$ cat src/rtl/fft_out_unloader.sv
// Ping-pong frame buffer between the last FFT stage and a serial consumer.
// Captures N complex samples in one cycle and streams them out in frequency order.
module fft_out_unloader #(
    parameter int unsigned W      = 16,
    parameter int unsigned N      = 32,
    parameter int unsigned LOG2N  = 5,
    parameter int unsigned BITREV = 1
) (
    input  logic               clk_MAC,
    input  logic               rst,
    input  logic               frame_valid,
    output logic               frame_ready,
    input  logic [N*W-1:0]     frame_r,
    input  logic [N*W-1:0]     frame_i,
    output logic               out_valid,
    input  logic               out_ready,
    output logic [W-1:0]       out_r,
    output logic [W-1:0]       out_i,
    output logic [LOG2N-1:0]   out_idx,
    output logic               out_last,
    output logic               frame_drop
);

    logic [W-1:0]     r_mem_r [2][N];
    logic [W-1:0]     r_mem_i [2][N];
    logic [1:0]       r_full;
    logic             r_wbank;
    logic             r_rbank;
    logic [LOG2N-1:0] r_idx;
    logic             r_drop;
    logic             r_rst_q;

    logic             w_capture;
    logic             w_beat;
    logic             w_wrap;
    logic [1:0]       w_full_nxt;
    logic [LOG2N-1:0] w_slot;

    function automatic logic [LOG2N-1:0] f_bitrev(input logic [LOG2N-1:0] v);
        logic [LOG2N-1:0] res;
        for (int b = 0; b < LOG2N; b++) begin
            res[b] = v[LOG2N-1-b];
        end
        return res;
    endfunction

    assign frame_ready = !r_rst_q && !r_full[r_wbank];
    assign w_capture   = frame_valid && frame_ready && !rst;
    assign out_valid   = r_full[r_rbank];
    assign w_beat      = out_valid && out_ready;
    assign w_wrap      = w_beat && (r_idx == LOG2N'(N - 1));
    assign w_slot      = (BITREV != 0) ? f_bitrev(r_idx) : r_idx;
    assign frame_drop  = r_drop;

    // The freeing and the filling bank always differ, so both updates apply.
    always_comb begin
        w_full_nxt = r_full;
        if (w_wrap) begin
            w_full_nxt[r_rbank] = 1'b0;
        end
        if (w_capture) begin
            w_full_nxt[r_wbank] = 1'b1;
        end
    end

    always_ff @(posedge clk_MAC) begin
        r_rst_q <= rst;
        if (rst) begin
            r_full  <= 2'b00;
            r_wbank <= 1'b0;
            r_rbank <= 1'b0;
            r_idx   <= '0;
            r_drop  <= 1'b0;
        end else begin
            r_full <= w_full_nxt;
            r_drop <= frame_valid && !frame_ready;
            if (w_capture) begin
                r_wbank <= !r_wbank;
            end
            if (w_beat) begin
                r_idx <= w_wrap ? '0 : r_idx + 1'b1;
            end
            if (w_wrap) begin
                r_rbank <= !r_rbank;
            end
        end
    end

    // Bank contents survive reset; only the full flags gate visibility.
    always_ff @(posedge clk_MAC) begin
        if (w_capture) begin
            for (int j = 0; j < N; j++) begin
                r_mem_r[r_wbank][j] <= frame_r[j*W +: W];
                r_mem_i[r_wbank][j] <= frame_i[j*W +: W];
            end
        end
    end

    always_comb begin
        out_r    = '0;
        out_i    = '0;
        out_idx  = '0;
        out_last = 1'b0;
        if (out_valid) begin
            out_r    = r_mem_r[r_rbank][w_slot];
            out_i    = r_mem_i[r_rbank][w_slot];
            out_idx  = r_idx;
            out_last = (r_idx == LOG2N'(N - 1));
        end
    end

endmodule

$ cat config.mk
export PLATFORM = sky130hd
export DESIGN_NAME = fft_out_unloader
export DESIGN_NICKNAME = d
export VERILOG_FILES = /design/src/rtl/fft_out_unloader.sv
export SDC_FILE = /design/constraint.sdc
export NUM_CORES = 2
export LEC_CHECK = 0
export CAP_MARGIN = 10
export CORE_AREA = 4 4 419 421
export DETAILED_ROUTE_END_ITERATION = 6
export DIE_AREA = 0 0 423 425
export PLACE_DENSITY = 0.67
export REMOVE_ABC_BUFFERS = 1
export SLEW_MARGIN = 25
export SYNTH_ARGS = -nofsm -noshare
export SYNTH_HDL_FRONTEND = slang
export SYNTH_SLANG_ARGS = --single-unit
export TNS_END_PERCENT = 20
$ cat constraint.sdc
create_clock -name clk_MAC -period 184.7 [get_ports clk_MAC]
set_input_delay 55.41 -clock clk_MAC [delete_from_list [all_inputs] [get_ports clk_MAC]]
set_output_delay 55.41 -clock clk_MAC [all_outputs]
set_load 0.05 [all_outputs]
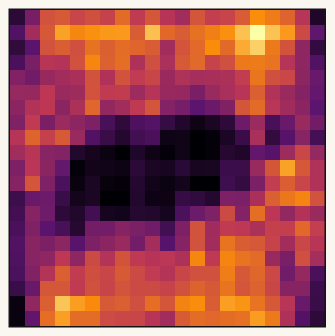
**Above:** wire density map.
21 x 21 tiles, from black (low) to pale yellow (high), scaled to the fullest tile. Values are wire area over tile area, all layers added.
mean over tiles: 0.20
emptiest ninth of the die: centre
nearly empty tiles: 2.7%
Total GRT Usage: 24.12%
wire per inst: 31.57 um
Final Routed Wirelength: 221.5 mm
DR vias: 40.11k

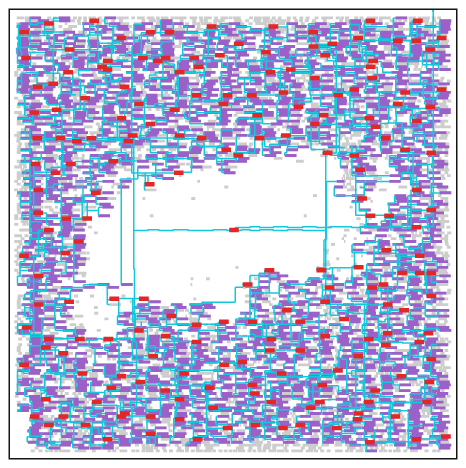
**Above:** routed clock nets over the placement.
legend:
  clock wires:
    colour: cyan
    length: 23.1 mm
  cells driving clock nets:
    colour: red
    count: 206
  flip-flops:
    colour: purple
    count: 2060
flops lie: spread over the die
clock share of power: 41.2%
Clock group: 0.402 mW
clock skew: 41.02 ps
clk_lat worst skew: 850 ps

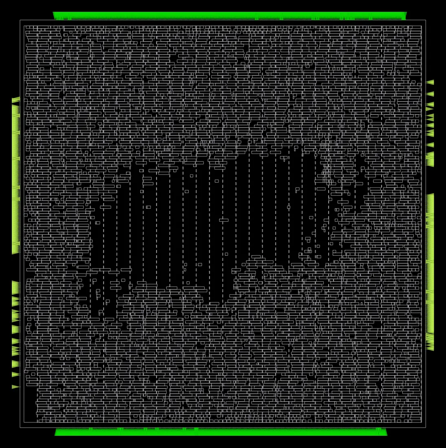
**Above:** placement view.
final sequential cell count: 2060
TAP cells: 2310
final core occ: 57.57%

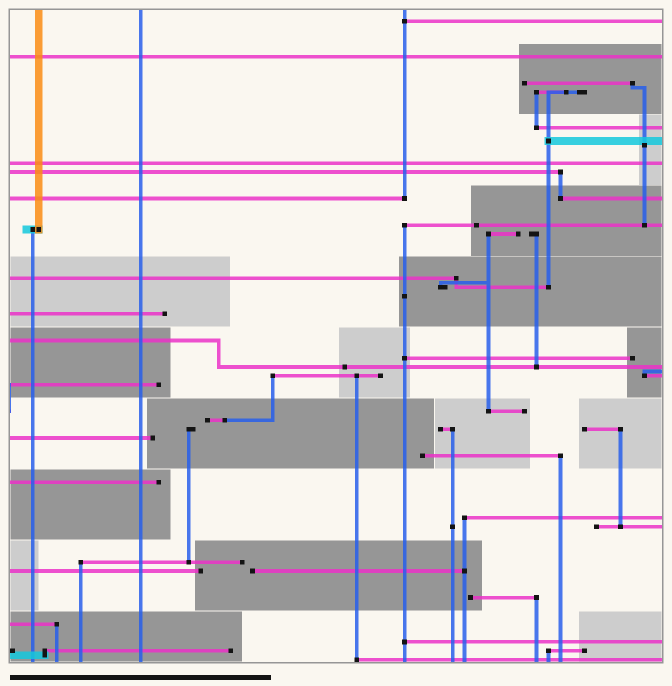
**Above:** a small window of the routed layout.
The bar under the picture is 10 um long. Window x 199 to 224, y 115 to 140 um. Cells in grey, sequential cells in the stronger grey; small squares are vias.
legend:
  met4:
    colour: orange
  met3:
    colour: cyan
  met1:
    colour: magenta
  met2:
    colour: blue
sequential cells in the window: 7
cells with their middle in the window: 13
most frequent: edfxtp_1 (7), clkdlybuf4s50_1 (3)
netlist names of flops here include: `r_mem_i` (5), `r_mem_r` (2)

==> results.json <==
{
  "top_area_share_pct": 78.18,
  "finalSetupViolCount": 0,
  "hold_start": "r_full[1]",
  "grt_util_met2_pct": 40.10,
  "ff2ff_path_depth": 8,
  "nClkBuffers": 250,
  "hpwl_mm": 152.6,
  "crit_slowest_cell": "clkdlybuf4s50_1",
  "wl_met2_mm": 116.3,
  "tightest_slew_ps": 1116,
  "top_cell": "edfxtp_1",
  "reg_top3": "r_mem_i (1024), r_mem_r (1024), r_idx (5)",
  "highest_layer": "met5",
  "core_region_area_um2": 171400,
  "io_buffers": 1068,
  "edf_count": 2048,
  "ff_latch_area_um2": 61760,
  "gp_congestion": 0.8495,
  "synthSimpleGateAreaFrac_pct": 0.8271,
  "rsz0062_at_grt": "no",
  "grt_max_degree": 145,
  "numCtsBuffers": 206,
  "cts.sinks": 2060,
  "total_power_mw": 0.9749,
  "htree_levels": 4,
  "powerSeq_mw": 0.528,
  "ys_sh_xor_pct": 0.02227,
  "layout-drive-gt1-share_pct": 20.17,
  "vias_per_cell": 5.718,
  "drt-met1-wl_mm": 81.02,
  "path_cells": "buf_4 > buf_4 > buf_4 > buf_4 > buf_4 > mux4_2 > mux4_2 > nand2b_1 > nand3_1 > o221ai_1 > clkdlybuf4s50_1",
  "syn_inst": 3277,
  "postSynthAreaPerCell_um2": 24.01,
  "power-top-group": "sequential cells",
  "holdPathStages": 1,
  "status": "finished, final reports clean",
  "drc": 0,
  "dpl.cell_count": 6541,
  "crit_fanout": 43,
  "critPathLaunchType": "flip-flop",
  "cpPeakStageDelay_ps": 840,
  "logic_area_um2": 15880,
  "antenna_found_initial": 161,
  "synth_area_um2": 78670,
  "grt_pass1_vias": 40756,
  "yosysTopAreaCell": "edfxtp_1",
  "fmax_mhz": 15.81,
  "rows": 152,
  "cts_max_path_buffers": 3,
  "top_cells_by_area": "edfxtp_1 78%, mux4_2 16%, mux2i_1 1.9%, mux2_2 0.42%, buf_2 0.35%",
  "fp_util_pct": 45.91,
  "mux_area_share_pct": 17.88,
  "post_cts_resized": 0,
  "area_share_nonclk_buffers_pct": 11.49,
  "cts.clk_slew.worst_paths_ps": 60,
  "holdCritPathClass": "reg -> reg",
  "antennaDiodeCount": 100,
  "nets": 5471,
  "warnings": 46,
  "grt_remaining_overflow": 0,
  "crit_arrival_ps": 7860,
  "ios": 1069,
  "place_area_um2": 91840,
  "worstSetupPathType": "reg -> out",
  "fin_cells": 7015,
  "final_cell_mix": "2048 x edfxtp_1, 1068 x clkdlybuf4s50_1, 542 x mux4_2",
  "r2r_slack_ps": 178460,
  "tns_ps": 0,
  "power.density_nw_per_um2": 9.883,
  "largest_class": "sequential cells",
  "power.switching_mw": 0.1968,
  "holdWs_ps": 523.5,
  "multiInputCombCellCount": 1030,
  "top_cells_by_count": "2048 x edfxtp_1, 542 x mux4_2, 153 x mux2i_1",
  "post-place-ws_ps": 121960,
  "synthAoiAreaFrac_pct": 1.382,
  "fillCellCount": 12469,
  "cts_hold_buffers": 0,
  "ys_warn_count": 0,
  "ff_type": "edfxtp_1",
  "firstDrtPassIters": 6
}
Power is estimated from default activity; no workload was simulated.
